Fig. 1: signal wires on met1
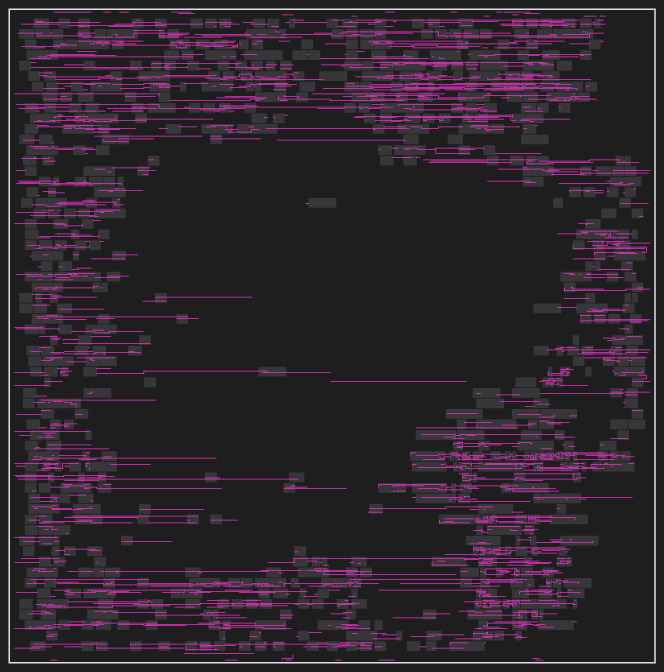
Fig. 2: metal 2
Scale bar: 50 um.
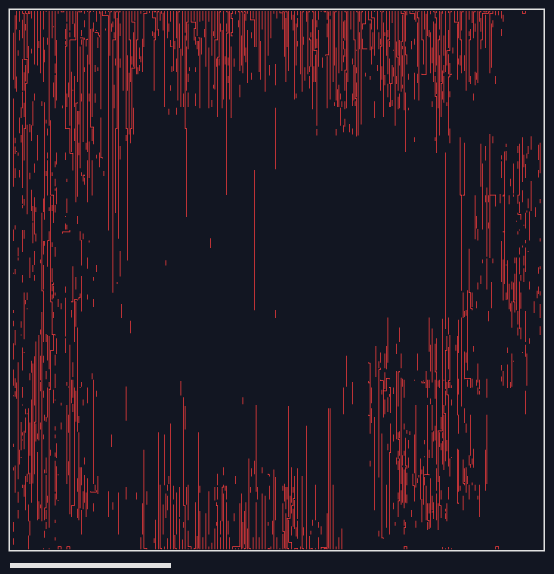
Fig. 3: metal 3
Scale bar: 50 um.
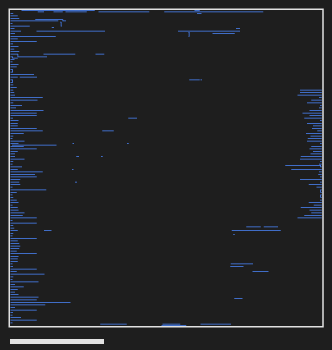
Fig. 4: metal 4
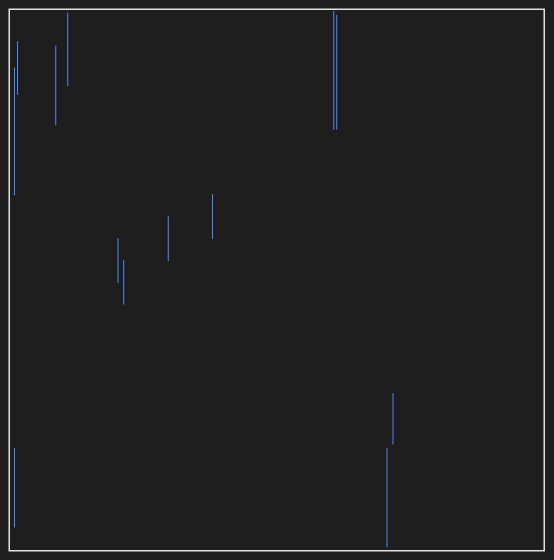
Design ext_databus_arbiter, sky130hd; sources not shown.
==> run summary <==
Reports from this run.

- The switching power share of the total reads 0.3721.
- The cell-internal power is around 4.7 mW.
- The finished layout holds about 1.0k standard cells, fillers aside.
- The sequential power share reads 0.067.
- The instance count of the mapped netlist is just over 300.
- The checks that failed: setup timing.
- The critical path capture point type reads a primary output.
- The post-detailed-route via-to-cell ratio reads a little over 4.
- The most common flop cell mapped by yosys is sky130_fd_sc_hd__dfrtp_1.
- The tightest hold margin is between 0.5 and 0.6 ns.
- The overall power of the completed layout reads approximately 7.5 mW.
- Per the CTS log, the root buffer master is sky130_fd_sc_hd__clkbuf_16.
- The depth of the worst register-to-register path reads 7.
- The finished design was reported to have a net count of 993.
- The number of cells reported by Yosys stat comes to ~310.
- In the CTS report, the clock slew at the register clock pins of the worst setup and hold paths is listed as approximately 0.050 ns.
- The flow ran to the end, but the final reports show violations.
- The slack of the worst reg-to-reg path reads roughly 0.14 ns.
- The maximum number of pins on one net before global-route repair is about 42.
- The number of H-tree levels reads 1.
- The area of the mapped netlist reads about 0.0034 mm^2.
- The final report lists the setup-violating endpoint count as around 69.
- The combinational cell fraction of total power reads 0.885.
- The cell count after placement reads a little under 1k.
- The OpenROAD warning count reads 29.
- The area after detailed placement reads 0.007401 mm^2.
- Looking at the max-slew report, the worst-margin pin has a slew of between 0.4 and 0.5 ns.
- Once iteration 0 of detailed routing completed, the report listed approximately 150 DRC markers.
- Once routing completed, OpenROAD measured the worst setup slack at -0.2412 ns.
- The total cell area reported by yosys after synthesis is ~0.0034 mm^2.
- The final RePlAce weighted congestion reads around 0.76.
- The synthesized flop and latch total reads 16.
- The analysis attributes to net switching a power of 2.804 mW.
## Picture notes: Fig. 1
nets with wire on the layer: 836
wire length on this layer: 8,030 um
longest straight run: 72.2 um
share of all routed wire: 42%
main direction: horizontal
overall via count from detail_route: 4,167
final wirelength: 19.00 mm

## Picture notes: Fig. 2
nets with wire on the layer: 895
main direction: vertical
wire length on this layer: 9,160 um
share of all routed wire: 48%
GR Util met2: 0.2203

## Picture notes: Fig. 3
main direction: horizontal
share of all routed wire: 7.9%
longest straight run: 52.4 um
nets with wire on the layer: 197
wire length on this layer: 1,490 um
global-route met3 utilization: 0.03291

## Picture notes: Fig. 4
main direction: vertical
wire length on this layer: 300 um
longest straight run: 39.4 um
share of all routed wire: 1.6%

==> kinds of logic after synthesis <==
family / share of synthesized area
AND-OR/OR-AND: 0.09011
XOR/XNOR: 0.005150
adder cells (fa/ha/maj): 0.007354
buffers and inverters: 0.1144
flip-flops: 0.1184
multiplexers: 0.4663
AND/OR/NAND/NOR: 0.1982
==> worst max-delay path, cell delays in order, from the launching register on <==
cell                      delay, ns
sky130_fd_sc_hd__dfrtp_4       0.51
sky130_fd_sc_hd__buf_12        0.17
sky130_fd_sc_hd__buf_16        0.15
sky130_fd_sc_hd__buf_12        0.13
sky130_fd_sc_hd__mux4_2        0.42
sky130_fd_sc_hd__and2_4        0.17
sky130_fd_sc_hd__buf_6         0.11
==> power by group through the flow <==
| stage | sequential, mW | clock (mW) | combinational (mW) |
|---|---|---|---|
| 2_1_floorplan | 0.462 | 0 | 2.97 |
| 3_3_place_gp | 0.555 | 0 | 5.80 |
| 3_5_place_dp | 0.549 | 0 | 5.78 |
| 4_1_cts | 0.507 | 0.368 | 6.54 |
| 5_1_grt | 0.523 | 0.381 | 7.17 |
| 6_report | 0.503 | 0.361 | 6.67 |
==> per-layer routing <==
metal | routed length (um) | up-vias | global-route usage
li1 | - | 1898 | -
met1 | 8029 | 2013 | 0.1703
met2 | 9164 | 226 | 0.2203
met3 | 1492 | 28 | 0.03291
met4 | 299 | 2 | 0.01853
met5 | 11 | - | 0
==> final cells by class <==
cell class | count | area share
multi-input cells | 225 | 0.3509
flip-flops and latches | 16 | 0.05331
diodes | 1 | 0.0003240
repair buffers | 425 | 0.5243
well taps | 341 | 0.05525
inverters | 9 | 0.004375
clock buffers | 4 | 0.01150
==> timing repair <==
action	4_1_cts	5_1_grt
gates resized	560	67
buffers inserted	25	12
pin swaps	48	1
gates cloned	6	0
endpoints found under the setup margin	73	71
No activity file was given, so power comes from the tool's default toggle rates.
